Design uart_tx_fsm, sky130hd; sources not shown.
**Run 1: pin map**

Drawn at 12 px/µm. Pins as bars across the die edge, other pins in grey.
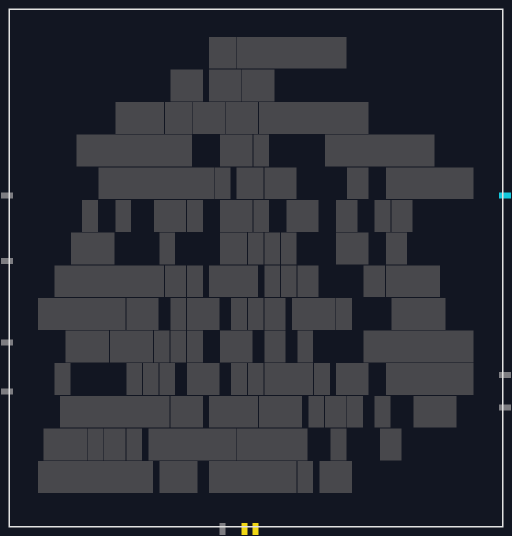
Key: frame_done = cyan [pins 1, direction output, edge right]; mux_sel = yellow [pins 2, direction output, edge bottom]
All pins by edge: 4 left, 3 right, 3 bottom.
die extent in y: 43 µm
Die W: 41 µm
number of port buffers: 9

**Run 1: I/O nets highlighted**

Drawn at 6 px/µm.
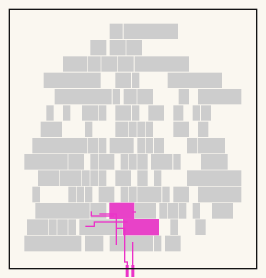
Key: mux_sel = magenta [bits 2, direction output, end cells 2, buffers 3, wire 32.3 µm]
Top Ports: 10

**Run 1: placed standard cells**

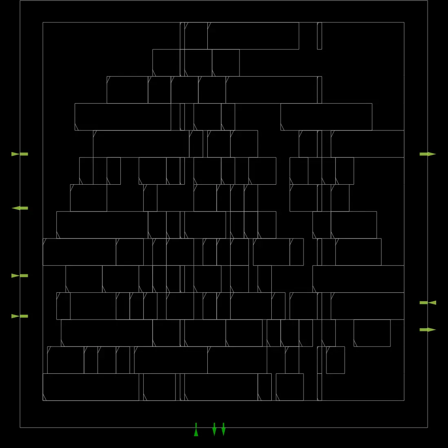
fill count: 116
flop share of the area: 26.3%

==> impl_metrics.py, run 1 <==
# Synthesis and PnR figures
metrics = {
    "run_status": {
        "status": "complete, but fails checks",
        "violations": "negative setup slack",
    },
    "worst_setup_path": {
        "crit_path_cell_trace": "inv_4 -> nand2_4 -> nor2_4 -> a21oi_4 -> buf_12",
        "cp.required_ps": 1190,
        "criticalPathCategory": "reg2out",
        "crit_path_top_delay_cell": "dfrtp_2",
        "rrSetupSlack_ps": 230,
    },
    "floorplan": {
        "chipArea_um2": 1760,
        "std_cell_rows": 14,
    },
    "final_timing": {
        "setup_violations": 1,
        "setup_ws_ps": -42.7,
        "tightest_slew_ps": 423,
        "finClkSkew_ps": 6.93,
        "final_hold_viol_count": 0,
        "slew_viol_final": 0,
        "relSlewSlack_pct": 71.7,
    },
    "detailed_routing": {
        "drt.antenna.violating_nets": 0,
        "post_drt_via_cell_ratio": 5.00,
        "wire_per_inst_um": 12.6,
        "dr.pass1.iters": 4,
        "drt_wl_total_um": 1450,
    },
    "clock_network": {
        "clockBufferDepth": 2,
        "h-tree-depth": 1,
        "clk_pin_slew_ps": 60,
        "clock_latency_ps": 270,
        "cts_tree": "yes",
    },
    "global_route": {
        "grt_max_degree": 10,
        "grt_busiest_layer": "met2",
        "grt_pass1_wl_um": 2170,
        "antenna_found_initial": 0,
    },
    "yosys": {
        "ys.warnings.count": 0,
        "ys_area_um2": 544,
        "syn_avg_cell_area_um2": 7.56,
        "ys_ff": 9,
        "synth_seq_share_pct": 41.4,
        "top_cells_by_area": "dfrtp_1, nand2_1, nand3_1",
        "synthesis.area_um2": 544,
    },
    "finish": {
        "final_common_cell": "nand2_1",
        "diodes": 0,
        "finalInstanceArea_um2": 870,
        "drive_above_1_share_pct": 42.4,
        "final_nets": 107,
    },
    "hold_path": {
        "hold_path_class": "reg2reg",
        "hold_depth": 1,
    },
    "power": {
        "powerDensity_nw_per_um2": 1750,
        "ir_drop_mv": 1.29,
    },
    "run": {
        "warnings": 27,
    },
    "place": {
        "gp_congestion": 0.884,
    },
}
[run 1: report_power, final]
| part | switching, W | internal (W) |
|---|---|---|
| registers | 0.0000787 | 0.000290 |
| clock network | 0.0000833 | 0.0000908 |
| logic | 0.000518 | 0.000460 |
[run 1: routing by layer]
metal	vias up	wire length [µm]
met4	0	49
met2	21	756
met1	265	575
met3	7	73
li1	282	-
met5	-	0
[run 1: cell usage after synthesis, drive strengths merged]
cell	count
ha	2
nand3	12
dfrtp	9
nor4	1
clkinv	1
buf	1
nor2	12
nand2	18
a21oi	2
o21ai	2
inv	12
[run 1: cell type report]
type	instances	area [µm²]
flip-flops and latches	9	229
clock buffers	4	26.3
repair buffers	24	251
well taps	16	20.0
inverters	13	52.6
multi-input cells	49	290
fillers	116	514
[run 1: logic make-up (layout without fill, tap and decap cells)]
logic type	after synthesis	count (layout)	synth area share [%]
adders and majority gates	2	2	4.60
DFF	9	9	41.4
AOI/OAI and AO/OA	4	4	3.68
buffers and inverters	14	41	11.0
and+or+nand+nor	43	43	39.3
[run 1: what timing repair did]
action                     in CTS  in global routing
gates cloned                    0                  0
setup buffers                   5                  5
setup endpoints to repair       2                  2
pin swaps                       1                  2
gates resized                   7                  3
[run 1: worst reg2reg max path, cell delays in order (launching register included)]
cell and delay [ps]:
dfrtp_1 400, ha_1 210, ha_1 240, inv_1 140, nand2_1 60, nand2_1 80
nand2_1 60, nand3_1 100, nand3_2 70
[run 1: through the flow]
| stage | utilization [%] | setup slack [ps] | total power (W) | TNS, ps | hold WS (ps) |
|---|---|---|---|---|---|
| after detailed placement | 53.4 | -149 | 0.00115 | -452 | 489 |
| after global placement | 53.4 | -121 | 0.00113 | -243 | 479 |
| after global routing | 62.8 | -71.7 | 0.00161 | -93.1 | 518 |
| after floorplan | - | 51.4 | 0.000836 | 0 | 214 |
| final | 62.8 | -42.7 | 0.00152 | -42.7 | 499 |
| after CTS | 58.9 | 4.94 | 0.00140 | 0 | 497 |
## Run 2: what changed since run 1
--- a/config.mk
+++ b/config.mk
@@ -11,6 +11,7 @@
 export DETAILED_ROUTE_END_ITERATION = 6
 export DIE_AREA = 0 0 41 43
 export PLACE_DENSITY = 0.7
+export SKIP_LAST_GASP = 1
 export SYNTH_ARGS = -nofsm -noshare
 export SYNTH_HDL_FRONTEND = slang
 export SYNTH_SLANG_ARGS = --single-unit
**Run 2: pin map**

Drawn at 12 px/µm. Pins as bars across the die edge, other pins in grey.
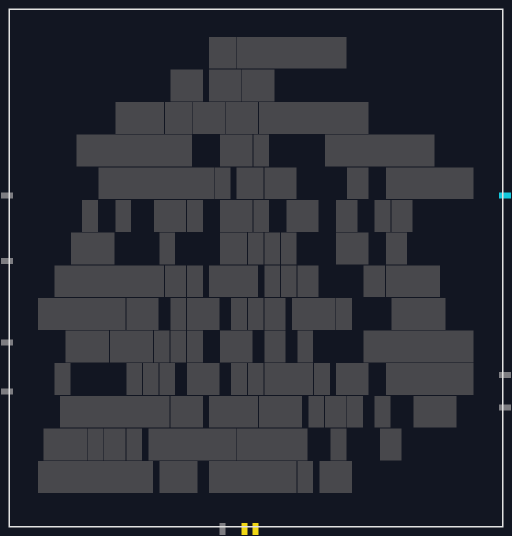
Key: mux_sel = yellow [pins 2, direction output, edge bottom]; frame_done = cyan [pins 1, direction output, edge right]
All pins by edge: 4 left, 3 right, 3 bottom.

==> impl_metrics.py, run 2 <==
# Synthesis and PnR figures
metrics = {
    "final_timing": {
        "setup_violations": 1,
        "relSlewSlack_pct": 71.7,
        "setup_ws_ps": -42.7,
    },
    "place": {
        "pre_cts_slack_ps": -149,
    },
    "floorplan": {
        "die_w_um": 41,
        "die_y_um": 43,
        "std_cell_rows": 14,
    },
    "yosys": {
        "synthMostInstantiatedCell": "nand2_1",
        "synthesis.area_um2": 544,
        "top_cells_by_area": "dfrtp_1, nand2_1, nand3_1",
    },
    "detailed_routing": {
        "dr.pass1.iters": 4,
        "wire_per_inst_um": 12.6,
    },
    "run_status": {
        "status": "complete, but fails checks",
        "violations": "negative setup slack",
    },
    "power": {
        "powerDensity_nw_per_um2": 1750,
        "ir_drop_mv": 1.29,
        "power.internal_w": 0.000840,
    },
    "finish": {
        "final_nets": 107,
        "final_common_cell": "nand2_1",
        "fill_cells": 116,
    },
    "worst_setup_path": {
        "crit_path_top_delay_cell": "dfrtp_2",
        "criticalPathCategory": "reg2out",
    },
}
==> run 2: cell counts in the layout (fill, tap and decap cells not counted) <==
Identical to the previous run, type by type.
==> run 2: worst reg2reg max path: stages (launching register included) <==
cell	delay, ps
dfrtp_1	400
ha_1	210
ha_1	240
inv_1	140
nand2_1	60
nand2_1	80
nand2_1	60
nand3_1	100
nand3_2	70
==> run 2: final cells by class <==
class                      count  area (µm²)  area share [%]
clock buffer                   4        26.3            3.02
inverter                      13        52.6            6.04
multi-input combinational     49         290            33.4
sequential                     9         229            26.3
tap                           16        20.0            2.30
timing repair buffer          24         251            28.9
==> run 2: per-layer routing <==
| metal | part of all wire [%] | wire [µm] | vias up | global-route usage (%) |
|---|---|---|---|---|
| li1 | - | - | 282 | - |
| met1 | 40 | 575 | 265 | 21.2 |
| met2 | 52 | 756 | 21 | 30.3 |
| met3 | 5.0 | 73 | 7 | 4.71 |
| met4 | 3.4 | 49 | 0 | 10.0 |
| met5 | 0 | 0 | - | 0 |
==> run 2: timing repair <==
action,in CTS,in global routing
setup endpoints to repair,2,2
resized,7,3
hold endpoints to repair,0,0
hold buffers,0,0
pin swaps,1,2
setup buffers,5,5
==> run 2: cells by family (layout without fill, tap and decap cells) <==
family / count (synthesis) / in the layout / synth area share, %
compound gates: 4 / 4 / 3.68
fa+ha+maj: 2 / 2 / 4.60
buf+inv: 14 / 41 / 11.0
flops: 9 / 9 / 41.4
simple gates: 43 / 43 / 39.3
==> run 2: metrics by stage <==
stage	instance area (µm²)	util (%)	power, W
after global routing	870	62.8	0.00161
after global placement	739	53.4	0.00113
final	870	62.8	0.00152
after detailed placement	739	53.4	0.00115
after floorplan	553	-	0.000836
after CTS	815	58.9	0.00140
==> run 2: power groups by stage <==
stage	logic, W	registers, W	clock network [W]
after global routing	0.00105	0.000372	0.000183
after global placement	0.000752	0.000376	0
after floorplan	0.000456	0.000381	0
after detailed placement	0.000764	0.000382	0
after CTS	0.000871	0.000357	0.000174
final	0.000978	0.000368	0.000174
No activity file was given, so power comes from the tool's default toggle rates.
